### config.mk
export PLATFORM = sky130hd
export DESIGN_NAME = truth_table_lut
export DESIGN_NICKNAME = d
export VERILOG_FILES = /design/src/rtl/truth_table_pkg.sv /design/src/rtl/tt_row_mem.sv /design/src/rtl/truth_table_lut.sv
export SDC_FILE = /design/constraint.sdc
export NUM_CORES = 1
export LEC_CHECK = 0
export ABC_AREA = 0
export CORE_MARGIN = 2
export CORE_UTILIZATION = 41
export DETAILED_ROUTE_END_ITERATION = 8
export GPL_ROUTABILITY_DRIVEN = 0
export PLACE_DENSITY = 0.71
export SKIP_CTS_REPAIR_TIMING = 1
export SLEW_MARGIN = 5
export SYNTH_ARGS = -nofsm -noshare
export SYNTH_HDL_FRONTEND = slang
export SYNTH_SLANG_ARGS = --single-unit
### constraint.sdc
create_clock -name clk -period 1.55 [get_ports clk]
set_input_delay 0.2325 -clock clk [delete_from_list [all_inputs] [get_ports clk]]
set_output_delay 0.2325 -clock clk [all_outputs]
set_load 0.02 [all_outputs]
### src/rtl/truth_table_pkg.sv
// Shared constants, FSM state type and table-depth helper for the truth-table LUT.
// Latency: n/a (declarations only).
// Backpressure: n/a.
package truth_table_pkg;

    // Default geometry: three logic inputs, one output function.
    localparam int N_IN_DEF  = 3;
    localparam int N_OUT_DEF = 1;

    // OPEN accepts row writes and clears; LOCKED is read-only until reset.
    typedef enum logic {
        OPEN   = 1'b0,
        LOCKED = 1'b1
    } tt_state_e;

    // Number of table rows for a given input count.
    function automatic int tt_depth(input int n_in);
        return 32'd1 << n_in;
    endfunction

endpackage

### src/rtl/tt_row_mem.sv
// DEPTH x N_OUT register array: one write port, a clear-all port, one async read port.
// Latency: writes/clears land at the next edge; read is combinational (read-before-write).
// Backpressure: none; always ready, caller qualifies wr_en and clr.
module tt_row_mem
    import truth_table_pkg::*;
#(
    parameter int               N_IN        = N_IN_DEF,
    parameter int               N_OUT       = N_OUT_DEF,
    parameter int               DEPTH       = tt_depth(N_IN),
    parameter logic [N_OUT-1:0] DEFAULT_ROW = '0
) (
    input  logic             clk,
    input  logic             rst,
    input  logic             wr_en,
    input  logic [N_IN-1:0]  wr_addr,
    input  logic [N_OUT-1:0] wr_data,
    input  logic             clr,
    input  logic [N_IN-1:0]  rd_addr,
    output logic [N_OUT-1:0] rd_data
);

    logic [N_OUT-1:0] rows [DEPTH];

    // Reset and clear reload every row; clear has priority over a row write.
    always_ff @(posedge clk) begin
        if (rst || clr) begin
            for (int i = 0; i < DEPTH; i++) begin
                rows[i] <= DEFAULT_ROW;
            end
        end else if (wr_en) begin
            rows[wr_addr] <= wr_data;
        end
    end

    // Combinational read sees the table as it was before this cycle's write.
    assign rd_data = rows[rd_addr];

endmodule

### src/rtl/truth_table_lut.sv
// Programmable truth table: N_OUT functions of N_IN inputs, lockable configuration.
// Latency: one cycle from accepted in_data to registered out_data.
// Backpressure: in_ready = !out_valid | out_ready; result holds while out_ready is low.
module truth_table_lut
    import truth_table_pkg::*;
#(
    parameter int               N_IN        = N_IN_DEF,
    parameter int               N_OUT       = N_OUT_DEF,
    parameter logic [N_OUT-1:0] DEFAULT_ROW = '0
) (
    input  logic             clk,
    input  logic             rst,

    input  logic             cfg_valid,
    output logic             cfg_ready,
    input  logic [N_IN-1:0]  cfg_addr,
    input  logic [N_OUT-1:0] cfg_data,
    input  logic             cfg_clear,
    input  logic             cfg_lock,
    output logic             cfg_err,
    output logic             locked,

    input  logic             in_valid,
    output logic             in_ready,
    input  logic [N_IN-1:0]  in_data,

    output logic             out_valid,
    input  logic             out_ready,
    output logic [N_OUT-1:0] out_data
);

    localparam int DEPTH = tt_depth(N_IN);

    tt_state_e        state;
    logic             out_vld_q;
    logic             row_wr_en;
    logic             row_clr;
    logic             in_accept;
    logic [N_OUT-1:0] row_rd_data;

    // Writes and clears only reach the table while open; lock in the same
    // cycle still lets them complete because state changes at the edge.
    assign row_wr_en = cfg_valid & cfg_ready;
    assign row_clr   = cfg_clear & (state == OPEN);

    // Reset discards a pending result immediately so no handshake completes
    // in the reset cycle.
    assign out_valid = out_vld_q & ~rst;
    assign in_ready  = ~rst & (~out_vld_q | out_ready);
    assign in_accept = in_valid & in_ready;

    tt_row_mem #(
        .N_IN        (N_IN),
        .N_OUT       (N_OUT),
        .DEPTH       (DEPTH),
        .DEFAULT_ROW (DEFAULT_ROW)
    ) u_row_mem (
        .clk     (clk),
        .rst     (rst),
        .wr_en   (row_wr_en),
        .wr_addr (cfg_addr),
        .wr_data (cfg_data),
        .clr     (row_clr),
        .rd_addr (in_data),
        .rd_data (row_rd_data)
    );

    // Lock FSM with registered cfg_ready, locked and one-cycle error pulse.
    always_ff @(posedge clk) begin
        if (rst) begin
            state     <= OPEN;
            locked    <= 1'b0;
            cfg_ready <= 1'b1;
            cfg_err   <= 1'b0;
        end else begin
            case (state)
                OPEN: begin
                    cfg_err <= 1'b0;
                    if (cfg_lock) begin
                        state     <= LOCKED;
                        locked    <= 1'b1;
                        cfg_ready <= 1'b0;
                    end
                end
                LOCKED: begin
                    cfg_err <= cfg_valid | cfg_clear;
                end
                default: begin
                    state     <= OPEN;
                    locked    <= 1'b0;
                    cfg_ready <= 1'b1;
                    cfg_err   <= 1'b0;
                end
            endcase
        end
    end

    // Result register: load on accept, drop valid after the output handshake.
    always_ff @(posedge clk) begin
        if (rst) begin
            out_vld_q <= 1'b0;
            out_data  <= '0;
        end else if (in_accept) begin
            out_vld_q <= 1'b1;
            out_data  <= row_rd_data;
        end else if (out_ready) begin
            out_vld_q <= 1'b0;
        end
    end

endmodule

Figure 1. Signal wires on met1.
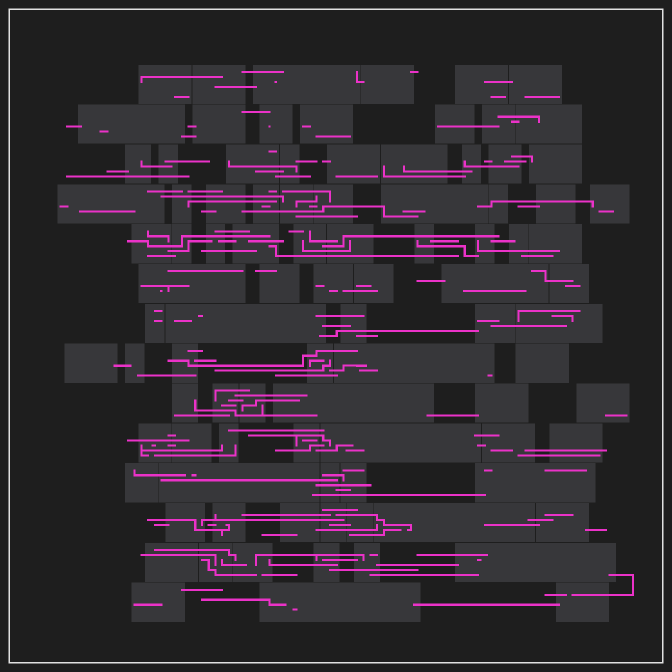
- share of all routed wire: 48%
- main direction: horizontal
total length of routed wires: 1.23 mm
routed vias: 571
M1 GR Usage: 18.3%

Figure 2. Signal wires on met2.
The bar under the picture is 10 um long.
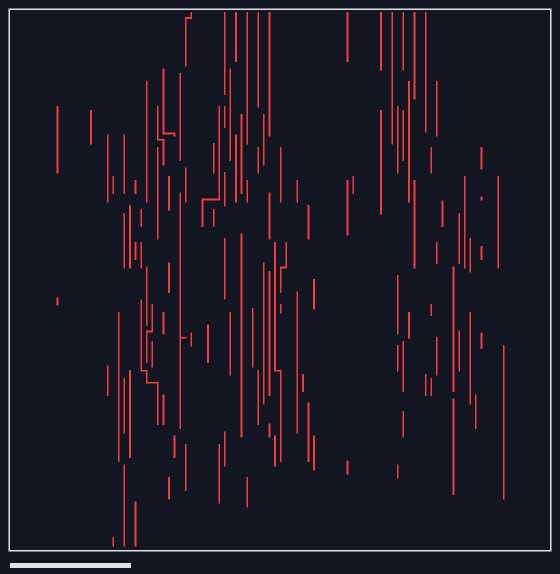
- longest straight run: 19.4 um
- share of all routed wire: 47%
met2 global-route usage: 20.6%

Figure 3. Metal 3.
The bar under the picture is 10 um long.
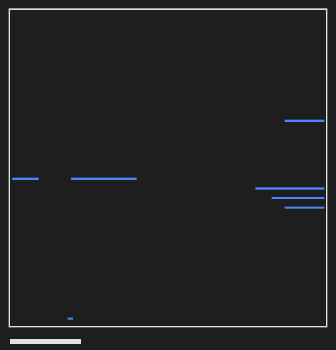
- main direction: horizontal
- share of all routed wire: 3.2%
- longest straight run: 9.40 um
- nets with wire on the layer: 6
met3 track utilization from global routing: 1.22%

Figure 4. Wiring heat map.
The bar under the picture is 10 um long. 9 x 9 tiles, from dark purple (low) to yellow (high), scaled to the fullest tile. Values are wire area over tile area, all layers added.
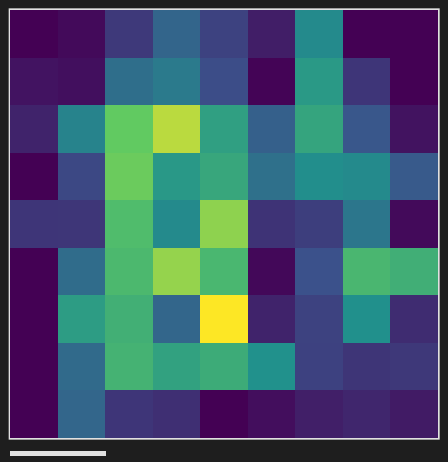
- tiles over half the peak: 26%
- densest ninth of the die: middle
- mean over tiles: 0.097
- emptiest ninth of the die: bottom right
wire length per cell: 11.3 um
combined global-route utilization of all metal layers: 13.8%

==> notes.md <==
Flow results.

- The post-route minimum period is 1470 ps.
- Dividing the synthesized area by the synthesized cell count gives 10.5 sq um.
- The run finished with clean final reports.
- The total power divided by cell area is 816 mW/mm^2.
- The antenna violation net count after detailed routing is 0.
- The initial antenna violation count was 0.
- Clock skew on the completed layout was measured at 2.70 ps.
- For reference, the critical path cell chain is clkdlybuf4s50_1.
- The number of buffers inserted during clock tree synthesis is 3.
- The worst min-delay path category is reg -> reg.
- The worst path meets setup with 83.8 ps of slack.
- The slowest stage of the critical path belongs to the cell clkdlybuf4s50_1.
- The master cell of the clock root buffer is clkbuf_4.
- In this run the maximum-capacitance check reported violations numbering 0.
- The number of primary I/O pins is 20.
- Compared with the post-synthesis result, the final layout area differs by 43.1%.
- The switching power share of the total is 24.0%.
- After synthesis, the largest area contributor takes up 35.7% of total cell area.
- The first global-routing pass estimated 1.97 mm of wire.
- Buffers placed on the I/O ports in this run total 19.
- For the worst-skew pair, the clock arrives at the later sink with an insertion delay of 270 ps.
- The most frequent standard cell in the layout excluding fill and tap cells is clkdlybuf4s50_1.
- The switching power total is 0.188 mW.
- After synthesis, the design contains 64 cells according to Yosys.
- The synthesized netlist occupies a cell area of 673 sq um.
- Power comes to 0.786 mW.
- The floorplan step records an initial core utilization of 44.2%.
- The overall die area is 0.00198 sq mm.
- The floorplan step defined a core boundary enclosing 0.00152 sq mm.
- The worst pin sits at a relative slew slack of 78.3%.
- In this run, the clock network consumes 26.7% of the power.
- All stages included, the depth of the critical timing path comes to 1.
- The worst hold path passes through 2 cells.
- Summed over all cells, the static leakage comes to 0.396 nW.
- Yosys printed 0 warnings.
- Timing would allow up to 682 MHz.
- The number of buffers and inverters on the critical path is 1.
- The pin count of the biggest net entering global routing is 9.
- After routing, the total negative slack on setup checks comes to 0 ps.
- Measured along the y axis, the die boundary spans 44.5 um.
- By instance count after routing, the leading logic cell types are clkdlybuf4s50_1, buf_4, edfxtp_1, nor3_1.
- In this run the deepest clock path goes through 2 buffers.
- The setup slack after placement is -269 ps.
- The count of flip-flops with a built-in enable after synthesis is 8.
- The hold violation total from the final report is 0.
- The maximum net fanout on the critical path is 3.
- The cell-internal power is 0.597 mW.
- The count of cell types in the netlist is 24.
- The final setup violation count is 0.
- The sequential share of the synthesized area is 53.5%.
[per-layer routing]
metal,track usage [%],wire length [um]
met5,0,0
met4,10.9,19
met3,1.22,39
met2,20.6,581
met1,18.3,589
[flip-flops by register name (all words and copies together), names as in the netlist]
register / count
u_row_mem.rows: 8
cfg_err: 1
cfg_ready: 1
locked: 1
out_data: 1
out_vld_q: 1
state: 1
[cells by family after synthesis]
logic type      share of synthesized area [%]
simple gates                             19.3
flops                                    53.5
compound gates                           12.8
buf+inv                                  5.02
mux                                      9.29
[path summary, 6_finish.rpt]
kind | start | to | slack [ps]
max | cfg_ready | cfg_ready | 80
min | locked | locked | 450
max reg2reg | cfg_ready | u_row_mem.rows[2] | 260
min reg2reg | locked | locked | 450
[through the flow]
stage	hold WS (ps)	instances	cell area [sq um]	util (%)
2_1_floorplan	348	64	673	-
3_3_place_gp	442	105	928	60.9
3_5_place_dp	438	105	928	60.9
6_report	450	109	963	63.2
5_1_grt	488	109	963	63.2
4_1_cts	450	109	955	62.6
[cell usage after synthesis (2+ instances only)]
cell and count:
edfxtp_1 8, nor3_1 7, dfxtp_1 6, nor2_1 6
o21ai_1 5, inv_1 4, mux2i_1 4, nand2b_1 3
a21oi_1 2, nand2_1 2, nor2b_1 2, nor4_1 2
o31ai_1 2
[cell type report]
type                       count  area (sq um)
fill                         143           561
sequential                    14           360
multi-input combinational     43           283
timing repair buffer          27           255
clock buffer                   4          26.3
tap                           16          20.0
inverter                       5          18.8
[power groups by stage]
stage               clock [mW]  combinational, mW  sequential (mW)
floorplan                    0             0.0660            0.439
global placement             0              0.151            0.432
detailed placement           0              0.153            0.432
CTS                      0.217              0.153            0.423
global route             0.228              0.166            0.425
finish                   0.210              0.152            0.423
No activity file was given, so power comes from the tool's default toggle rates.
